## config.mk

```make
export PLATFORM = sky130hd
export DESIGN_NAME = system_host_ctrl
export DESIGN_NICKNAME = d
export VERILOG_FILES = /design/src/rtl/system_host_ctrl.sv
export SDC_FILE = /design/constraint.sdc
export NUM_CORES = 1
export LEC_CHECK = 0
export CORE_MARGIN = 1
export CORE_UTILIZATION = 53
export DETAILED_ROUTE_END_ITERATION = 7
export PLACE_DENSITY = 0.91
export SYNTH_ARGS = -nofsm -noshare
export SYNTH_HDL_FRONTEND = slang
export SYNTH_SLANG_ARGS = --single-unit
export TNS_END_PERCENT = 30
```

## constraint.sdc

```tcl
create_clock -name CLK -period 7.3 [get_ports CLK]
set_input_delay 1.095 -clock CLK [delete_from_list [all_inputs] [get_ports CLK]]
set_output_delay 1.095 -clock CLK [all_outputs]
set_load 0.1 [all_outputs]
```

## src/rtl/system_host_ctrl.sv

```systemverilog
// Host-side master for the scheduler core system interface: streams a program
// image into memory, runs the core until halt (or timeout), then dumps a memory window.
module system_host_ctrl #(
    parameter int unsigned MEM_LAT   = 1,
    parameter int unsigned TIMEOUT_W = 20
) (
    input  logic        CLK,
    input  logic        nRST,
    input  logic        start,
    input  logic [31:0] load_base,
    input  logic [15:0] load_count,
    input  logic [31:0] dump_base,
    input  logic [15:0] dump_count,
    input  logic        prog_valid,
    input  logic [31:0] prog_data,
    output logic        prog_ready,
    output logic        dump_valid,
    output logic [31:0] dump_data,
    input  logic        dump_ready,
    output logic        tbCTRL,
    output logic        WEN,
    output logic        REN,
    output logic [31:0] addr,
    output logic [31:0] store,
    input  logic [31:0] load,
    input  logic        halt,
    output logic        busy,
    output logic        done,
    output logic        timeout_err,
    output logic [31:0] run_cycles
);

    localparam logic [2:0] IDLE  = 3'd0;
    localparam logic [2:0] LOAD  = 3'd1;
    localparam logic [2:0] RUN   = 3'd2;
    localparam logic [2:0] DREQ  = 3'd3;
    localparam logic [2:0] DWAIT = 3'd4;
    localparam logic [2:0] DOUT  = 3'd5;
    localparam logic [2:0] FIN   = 3'd6;

    localparam logic [32:0]      RUN_LIMIT = (33'd1 << TIMEOUT_W) - 33'd1;
    localparam int unsigned      LAT_W     = (MEM_LAT > 1) ? $clog2(MEM_LAT) : 1;
    localparam logic [LAT_W-1:0] LAT_LAST  = LAT_W'(MEM_LAT - 1);

    logic [2:0]       state;
    logic [31:0]      loadBase;
    logic [31:0]      dumpBase;
    logic [15:0]      loadCount;
    logic [15:0]      dumpCount;
    logic [15:0]      idx;
    logic [LAT_W-1:0] latCnt;
    logic [31:0]      dumpData;
    logic [31:0]      runCycles;
    logic             timeoutErr;

    logic [31:0]      loadAddr;
    logic [31:0]      dumpAddr;
    logic [32:0]      runNext;
    logic [16:0]      idxNext;

    always_comb begin
        loadAddr = loadBase + {14'd0, idx, 2'b00};
        dumpAddr = dumpBase + {14'd0, idx, 2'b00};
        runNext  = {1'b0, runCycles} + 33'd1;
        idxNext  = {1'b0, idx} + 17'd1;
    end

    always_ff @(posedge CLK) begin
        if (!nRST) begin
            state      <= IDLE;
            loadBase   <= '0;
            dumpBase   <= '0;
            loadCount  <= '0;
            dumpCount  <= '0;
            idx        <= '0;
            latCnt     <= '0;
            dumpData   <= '0;
            runCycles  <= '0;
            timeoutErr <= 1'b0;
        end else begin
            case (state)
                IDLE: begin
                    if (start) begin
                        loadBase   <= load_base;
                        dumpBase   <= dump_base;
                        loadCount  <= load_count;
                        dumpCount  <= dump_count;
                        idx        <= '0;
                        runCycles  <= '0;
                        timeoutErr <= 1'b0;
                        state      <= (load_count == 16'd0) ? RUN : LOAD;
                    end
                end
                LOAD: begin
                    if (prog_valid) begin
                        if (idxNext == {1'b0, loadCount}) begin
                            idx   <= '0;
                            state <= RUN;
                        end else begin
                            idx <= idxNext[15:0];
                        end
                    end
                end
                RUN: begin
                    if (runCycles != '1) begin
                        runCycles <= runNext[31:0];
                    end
                    // halt wins over a timeout landing on the same cycle
                    if (halt || (runNext == RUN_LIMIT)) begin
                        if (!halt) begin
                            timeoutErr <= 1'b1;
                        end
                        state <= (dumpCount == 16'd0) ? FIN : DREQ;
                    end
                end
                DREQ: begin
                    latCnt <= '0;
                    state  <= DWAIT;
                end
                DWAIT: begin
                    if (latCnt == LAT_LAST) begin
                        dumpData <= load;
                        state    <= DOUT;
                    end else begin
                        latCnt <= latCnt + 1'b1;
                    end
                end
                DOUT: begin
                    if (dump_ready) begin
                        idx   <= idxNext[15:0];
                        state <= (idxNext < {1'b0, dumpCount}) ? DREQ : FIN;
                    end
                end
                FIN: begin
                    state <= IDLE;
                end
                default: begin
                    state <= IDLE;
                end
            endcase
        end
    end

    always_comb begin
        tbCTRL     = (state != RUN);
        prog_ready = (state == LOAD);
        WEN        = (state == LOAD) && prog_valid;
        REN        = (state == DREQ);
        store      = (state == LOAD) ? prog_data : '0;
        dump_valid = (state == DOUT);
        busy       = (state != IDLE);
        done       = (state == FIN);
        case (state)
            LOAD:        addr = loadAddr;
            DREQ, DWAIT: addr = dumpAddr;
            default:     addr = '0;
        endcase
    end

    assign dump_data   = dumpData;
    assign timeout_err = timeoutErr;
    assign run_cycles  = runCycles;

endmodule
```

==> run notes, run 1 <==
Main metrics from the flow reports.

The number of fill cells came out at 1503. The via count of the first global-routing pass came out at 11139. The number of buffers inserted by post-CTS setup repair is 0.

Clock tree synthesis found a total of 180 sinks. The min-delay analysis places its worst path in the category reg2reg. The fraction of area in non-clock buffers came out at 0.212.

TritonCTS built the clock tree. Of the total power, registers draw 0.382. The shortest clock period the worst path allows after layout is 6400 ps. The run finished with clean final reports. The hold path depth is 2. The port buffer count is roughly 300. The capture endpoint of the worst hold path is dump_data[8]. The placement stage leaves a total instance area of 13900 sq um.

The startpoint type of the worst setup path is a flip-flop. In the global route stage, met2 resource usage came out at 0.559. The standby leakage power came out at 5.36 nW. The count of different cell masters after synthesis came out at 86. The critical path data required time came out at between 6000 and 7000 ps. The floorplan-stage core utilization came out at 0.549.

The critical path in the final layout is reported with a setup slack of about 900 ps. For this design, the slowest cell found on the critical path is a2111oi_2. Yosys attributes the largest share of cell area to dfxtp_1 33%, nand2_1 13%, a21oi_1 9.1%, ha_1 3.9%, nor2_1 3.0%. The number of buffers added by the clock tree synthesis step is 17. In this run, the synthesized area fraction spent on AND-OR/OR-AND gates is recorded as 0.209.

The report lists the number of standard-cell rows as 51. The layout report gives the multi-input gate share of total cell area as 0.463. The biggest fanout along the worst timing path came out at 35. The net count after synthesis is between 1500 and 2000.

The post-synthesis to final-layout area growth is 33.7%. The top-level port count is 302. Of the total synthesized cell area, the portion taken by XOR and XNOR cells is 0.0567. The final tally of hold violations is 0.

The netlist area before placement came out at 10800 sq um. The layer flagged by global routing as most heavily used is met2. The post-CTS hold buffer count recorded in the log is 0. The non-clock inverter instance count of the final layout came out at 36.

The detailed placer's ending HPWL is 26100 um. The utilization after layout came out at 0.735. The final design was reported to hold multi-input combinational gates totalling about 1200. The portion of netlist area occupied by mux cells is 0.0121. Yosys printed 0 warnings. Wire segments on met3 add up to 3270 um in the final route. After global routing the overflow that remains totals 0. The register share after synthesis came out at 0.333. The violation count after the first detailed-route iteration is 1066. The number of flip-flops and latches came out at between 150 and 200. The global-route usage over all layers is 0.342. The number of antenna violations at the first check in global routing came out at 2.

The share of the synthesized area in the top cell type came out at 0.333. The mean area per synthesized cell came out at 7.29 sq um. The worst-case reg-to-reg setup slack stands at 2860 ps. In the setup report, the worst path falls into the class reg2out. The final design area excluding fillers came out at roughly 14000 sq um. The remaining max-slew budget at the tightest pin came out at 0.160. The share of post-route cells with drive strength above 1 is 0.0574. Of the total power, the clock network draws 0.336.

The met2 wire length came out at approximately 17000 um. Per the synthesis report, the simple-gate share of the synthesized area is 0.297. The flip-flop cell with the highest count after synthesis is dfxtp_1. The routed via count divided by cell count came out at approximately 6.

The sum of buffers and inverters on the critical path is 2. Post-CTS repair changed the size of 0 cells. The clock transition time at the flip-flop clock pins of the worst setup and hold paths came out at 80 ps.

The count of maximum capacitance violations is 0. Setup repair after global routing left no endpoint under its margin. The length of the first detailed-routing pass in iterations came out at 5. The count of tool warnings is 32. Per the final report, max-transition violations number 0. The share of the final layout cell area in sequential cells is 0.249.

Of the combinational cells, the family taking the most area is simple AND/OR/NAND/NOR gates. The yosys cell count is 1486. In the global route stage, met1 resource usage came out at 0.424. For this run, the final setup violation count is recorded as 0. The chip area line in the Yosys stat output reads 10800 sq um. The worst setup slack before clock tree synthesis is 1460 ps. The cell count after synthesis is 1486. The largest total area in the synthesized netlist belongs to dfxtp_1. STA lists the endpoint of the worst register-to-register path as run_cycles[23]. The top achievable clock speed is 156 MHz. The power report lists cell-internal power as 1.77 mW. The first global-routing pass estimated 58300 um of wire. The wire length the detailed router placed on met1 came out at 14600 um. The worst-case reg-to-reg path depth is 9. The plain and repair buffers instantiated in the layout total 308. The number of clock buffers in the layout came out at 17. The detailed-route DRC error count came out at 0. The switching share of power came out at 0.381.
==> run 1: through the flow <==
stage | setup TNS [ps] | power (mW) | std cells
after detailed placement | 0 | 1.91 | 1959
final | 0 | 2.85 | 1993
after floorplan | -51.3 | 1.65 | 1486
after CTS | 0 | 2.86 | 1991
after global placement | 0 | 1.89 | 1959
after global routing | 0 | 2.96 | 1993
==> run 1: power by group through the flow <==
stage / clock, mW / sequential [mW] / combinational [mW]
finish: 0.959 / 1.09 / 0.806
global route: 1.01 / 1.09 / 0.856
CTS: 0.967 / 1.09 / 0.804
detailed placement: 0 / 1.11 / 0.799
global placement: 0 / 1.11 / 0.785
floorplan: 0 / 1.11 / 0.539
==> run 1: worst max path at each step <==
stage / start / endpoint
2_1_floorplan: state[0] / addr[21]
3_3_place_gp: state[2] / addr[27]
3_5_place_dp: state[2] / addr[23]
4_1_cts: state[2] / addr[23]
5_1_grt: state[2] / addr[23]
6_report: state[2] / addr[23]
==> run 1: state kept, by name (all words and copies together) (netlist names) <==
signal	flops
dumpBase	32
loadBase	32
dumpCount	16
loadCount	16
timeout_err	1
dump_data	32
idx	16
run_cycles	32
state	3
==> run 1: Yosys cell counts (all sizes together), types with 5 or more instances <==
library cell and n:
nand2 362, a21oi 199, dfxtp 180, nor2 87
clkbuf 74, o21ai 53, and2 44, nand3 37
inv 35, ha 34, nor3 34, xnor2 34
nor4 28, buf 26, nand4 23, xor2 23
a21o 19, a311oi 13, mux2i 12, nand2b 11
a31oi 10, and3 10, or3 10, nor2b 8
o211ai 8, a211oi 7, a21boi 6, and4 6
nand4b 6, o22ai 6, o31ai 6, or2 6
nand3b 5, o2111ai 5
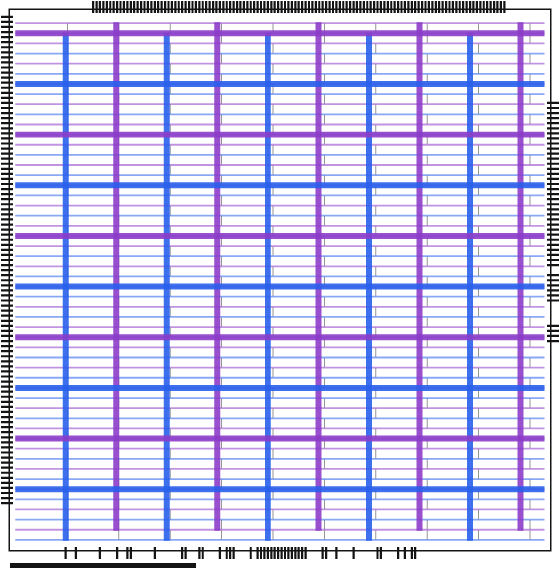
run_1/floorplan.png
Scale bar: 50 um. Pins as bars on the die edge. Tap cells in grey.
VSS: drawn in blue. VDD: drawn in purple.
10 straps on met4. 10 straps on met5.
Max rail drop VDD: 0.192 mV
horizontal die dimension: 145 um
Core Area: 19700 sq um

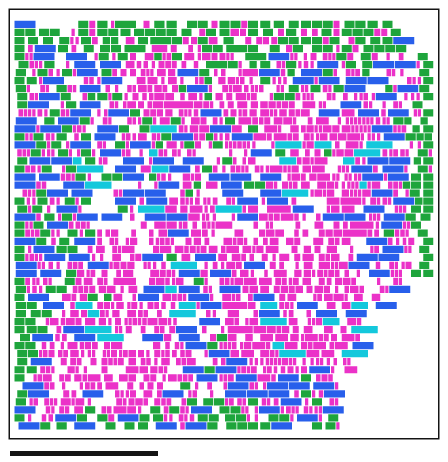
run_1/class_map.png
Scale bar: 50 um.
remaining logic cells: drawn in magenta, cells 1206, share of their area 48%. registers: drawn in blue, cells 180, share of their area 25%. clock drivers and dummy loads: drawn in cyan, cells 32, share of their area 4.4%. remaining buffers and delay cells: drawn in green, cells 308, share of their area 22%.

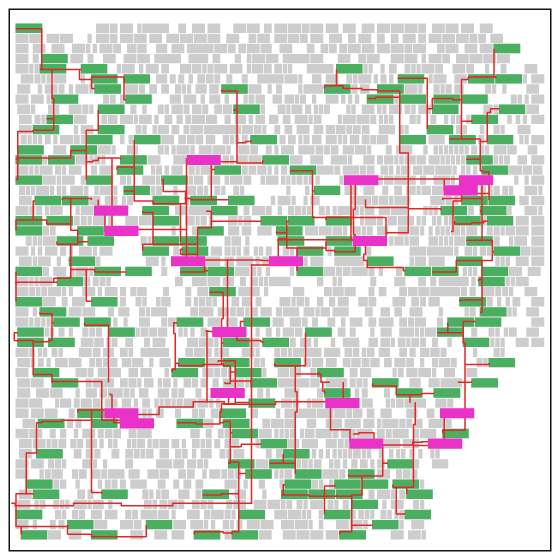
run_1/clock_wires.png
clock-net drivers: drawn in magenta, count 17. flip-flops: drawn in green, count 180. clock wires: drawn in red, length 2180 um.
There are 18 routed clock nets. Position of the flops: all over the die.
Clock Skew: 15.1 ps
clock latency at the later pin of the worst-skew pair: 440 ps

run_1/layers.png
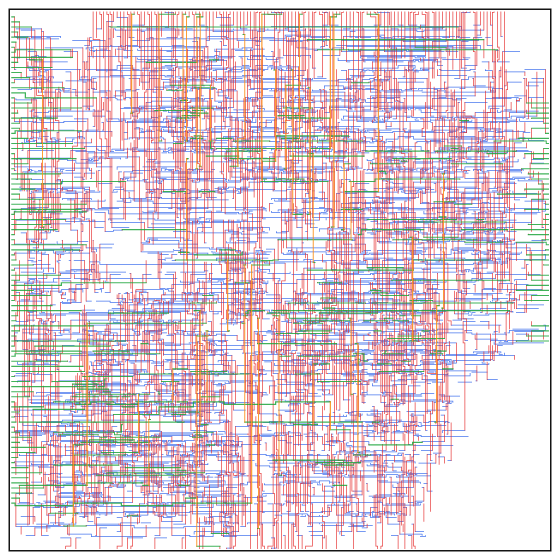

## Run 2: what changed since run 1
- CORE_UTILIZATION: 53 -> 49
- PLACE_DENSITY: 0.91 -> 0.85
- TNS_END_PERCENT: 30 -> 100
- clock period: 7.3 -> 6.8 ns (I/O delays scaled with it)
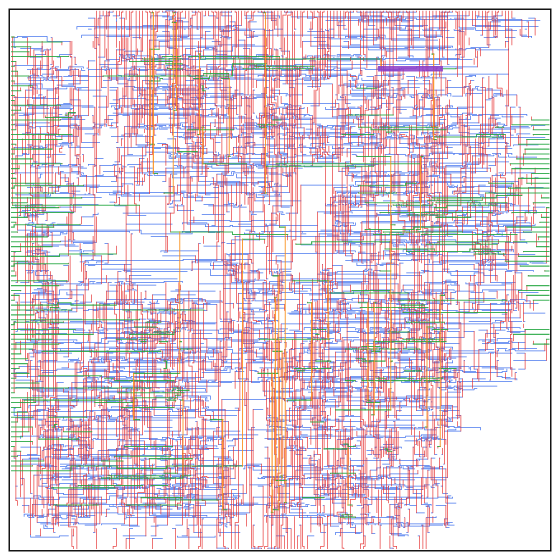
run_2/layers.png
M5: drawn in purple, wire length 16.6 um. M4: drawn in orange, wire length 985 um. M2: drawn in red, wire length 16900 um. M3: drawn in green, wire length 2860 um. M1: drawn in blue, wire length 15700 um.
average wire per cell in the routed design: 18.1 um
WL final: 36400 um
routed via count: 11676

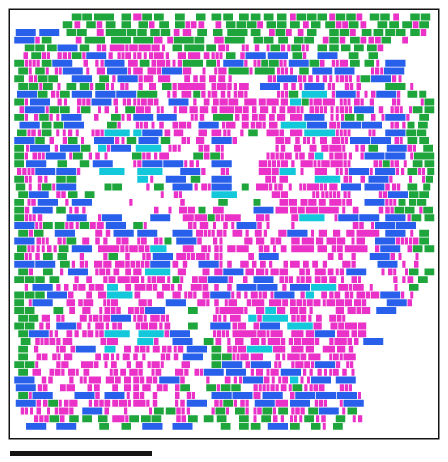
run_2/class_map.png
Scale bar: 50 um.
remaining logic cells: drawn in magenta, cells 1206, share of their area 48%. registers: drawn in blue, cells 180, share of their area 25%. remaining buffers and delay cells: drawn in green, cells 310, share of their area 22%. clock drivers and dummy loads: drawn in cyan, cells 32, share of their area 4.3%.

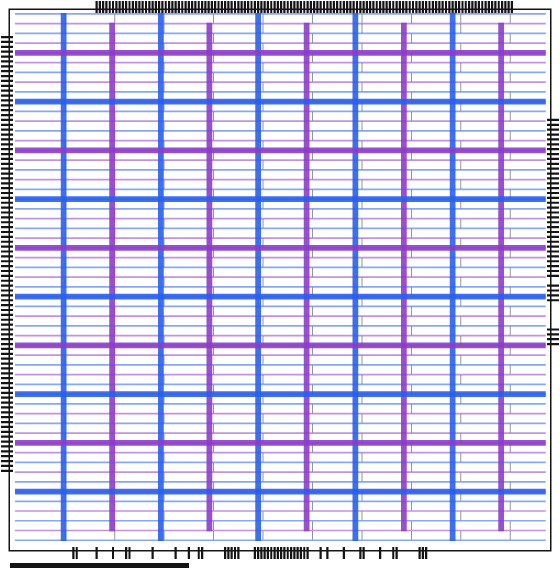
run_2/floorplan.png
Scale bar: 50 um. Pins as bars on the die edge. Tap cells in grey.
VSS: drawn in blue. VDD: drawn in purple.
10 straps on met5. 55 met1 rails follow the rows. 10 straps on met4. The core has 54 rows.
Max rail drop VDD: 0.163 mV
Core Area: 21800 sq um

==> run 2 against run 1 <==
Largest power group unchanged. Critical path depth did not move. Register-to-register slack got worse by 320 ps. Via count fell by 1.6%.
==> run notes, run 2 <==
Main metrics from the flow reports.

The post-synthesis to final-layout area growth came out at 35.3%. The top achievable clock speed came out at 162 MHz. The clock sink count is 180. Looking at the clock tree report, the H-tree level count equals 4. Dividing the detail-routed via count by the number of cells gives around 5.8.

The via count of the first global-routing pass is 10789. The worst setup path is captured at a primary output. The startpoint type of the worst setup path is a flip-flop.

The first-pass GRT wire length came out at between 50000 and 60000 um. On the final layout, the worst hold slack is around 450 ps. The type recorded for the worst min-delay path is reg2reg. The mean area per synthesized cell came out at 7.29 sq um. The commonest cells after synthesis are 361 x nand2_1, 197 x a21oi_1, 180 x dfxtp_1, 86 x nor2_1, 74 x clkbuf_1. The horizontal die dimension came out at 151 um. The library cells used most frequently in the layout, excluding fill and tap cells, are 360 x nand2_1, 275 x clkdlybuf4s50_1, 197 x a21oi_1.

The post-layout instance count excluding filler cells is approximately 2000. The final clock period utilization by the worst path is 0.908. By startpoint and endpoint, the worst setup path is classified as reg2out. The run finished with clean final reports.

The remaining max-slew budget at the tightest pin is 0.245. Across all setup checks in the final design, the least slack found is 627 ps. The register share after synthesis is 0.333.

The synthesized instance count is 1486. The areal power density over the cells came out at approximately 210 nW/um^2. The chip area estimate from yosys synthesis came out at 10800 sq um.

The die span in y came out at 151 um. The shortest clock period the worst path allows after layout is a little over 6000 ps. The global-route usage over all layers came out at 0.317. The netlist area before placement is between 10000 and 15000 sq um. The post-synth tally of flip-flops with integrated enable came out at 0. The final design area excluding fillers is 14700 sq um.

The placed cell area is 14000 sq um. Clock tree synthesis inserted a total of 17 buffers. The fraction of registers with async set/reset came out at 0. Counting the warning lines in the Yosys log gives 0. The pin count of the biggest net entering global routing is 103. The clock skew after layout came out at 11.0 ps. The detailed placer's ending HPWL came out at between 20000 and 30000 um. Among the stages of the critical path, the cell type that occurs most often is nand2_1.

The number of placed instances with taps included came out at between 1500 and 2000. The detailed-route DRC error count came out at 0. The biggest fanout along the worst timing path came out at 35. The tool warning count for the run is 33.

In this run, post-CTS hold repair placed 0 buffers. The number of antenna violations at the first check in global routing came to 1. The quantity of gates resized following cts is 0. The floorplan-stage core utilization is 0.498. In the final timing run, aggregate negative setup slack is 0 ps. The flip-flop cell with the highest count after synthesis is dfxtp_1.

Setup repair after global routing left no endpoint under its margin. The net count after synthesis is 1687. The overall chip area is 22700 sq um.

Before antenna repair, the detailed router went through 8 iterations. The timing report shows that the slowest cell on the worst path is a2111oi_2. The total setup violations reported at the end of the flow came out at 0.

The worst setup slack before clock tree synthesis came out at 1180 ps. The most instantiated library cell after synthesis is nand2_1. The total grt overflow came out at 0. The number of buffers inserted by post-CTS setup repair came out at 0. At the end of routability-driven placement, the weighted congestion stood at between 0.9 and 1. The count of different cell masters after synthesis is 86.

The violation count after the first detailed-route iteration is 983. The port buffer count is 301. In this run the maximum-capacitance check reported violations numbering 0.

The top cell type in the final layout, fill and taps aside, is nand2_1. The flip-flop and latch count after synthesis came out at 180. The registers of the reported paths see a clock transition of about 70 ps. TritonCTS built the clock tree.

The post-route antenna net violation count is 0. The tree is rooted in a clkbuf_16. The source-to-sink clock delay at the later pin of the worst-skew pair is 430 ps. Sorting the synthesized cells by area gives the leading types as dfxtp_1 33%, nand2_1 13%, a21oi_1 9.1%, ha_1 3.9%, nor2_1 3.0%. The row count is 54. Pin placement for this block handled 302 I/O pins. Per the OpenROAD power report, leakage power amounts to 5.41 nW. Looking at area per cell type in the netlist, the leader is dfxtp_1. The share of post-route cells with drive strength above 1 came out at 0.0619.

The number of buffers on the longest clock path is 2. The final count of pins violating max slew came out at 0. The transition at the pin with the smallest max-transition slack came out at around 1100 ps.

At the worst endpoint, the required time is a little under 6000 ps. Counting endpoints that fail hold in the final report gives 0. The yosys cell count came out at between 1000 and 1500. The utilization after layout is 0.674. The delay contributed by the slowest stage of the critical path came out at 710 ps. The net count of the finished layout is 1916. The arrival time reported for the critical path endpoint is 5150 ps. The count of antenna diodes in the layout came out at 0.

Power comes to 3.08 mW. The share of the synthesized area in the top cell type came out at 0.333.
## run 2: netlist changes by cell type in the layout (fill, tap and decap cells not counted), moves of 3 or more
cell	delta
buf_4	-7
buf_12	+10
inv_12	-3
o22ai_1	-3
inv_6	+3
o22ai_2	+3
## run 2: routing by layer
layer  global-route usage  part of all wire  up-vias
met2                0.502              0.46      491
met3               0.0615             0.079       64
li1                     -                 -     5643
met5                    0           0.00044        -
met4                0.120             0.027        2
met1                0.424              0.43     5476
## run 2: area by class of cell
cell class	instances	area (sq um)
Multi-Input combinational cell	1170	6740
Clock inverter	15	188
Clock buffer	17	425
Inverter	36	138
Tap cell	280	350
Fill cell	1807	7100
Timing Repair Buffer	310	3220
Sequential cell	180	3600
## run 2: logic make-up (layout without fill, tap and decap cells)
kind of cell | count (synthesis) | in the layout | synth area share
buf+inv | 136 | 378 | 0.0506
fa+ha+maj | 35 | 35 | 0.0411
flops | 180 | 180 | 0.333
xor+xnor | 62 | 62 | 0.0567
simple gates | 688 | 688 | 0.297
compound gates | 372 | 372 | 0.209
mux | 13 | 13 | 0.0121
## run 2: critical path, delay by kind of cell, from the launching register on
family | cells | cell delay, ps
compound gates | 6 | 2260
simple gates | 5 | 1040
flops | 1 | 540
fa+ha+maj | 1 | 230
buf+inv | 2 | 460
xor+xnor | 1 | 190
## run 2: power breakdown
group	switching (mW)	internal, mW	total (mW)	leakage, nW
registers	0.0568	1.11	1.17	1.46
logic	0.595	0.287	0.882	3.64
clock network	0.496	0.533	1.03	0.301
## run 2: final timing paths
path | startpoint | end | slack [ps] | cells after the start
worst max-delay path | state[2] | addr[23] | 630 | 15
worst min-delay path | dump_data[3] | dump_data[3] | 450 | 2
worst max register to register | idx[0] | state[0] | 2540 | 13
worst min register to register | dump_data[3] | dump_data[3] | 450 | 2
No activity file was given, so power comes from the tool's default toggle rates.
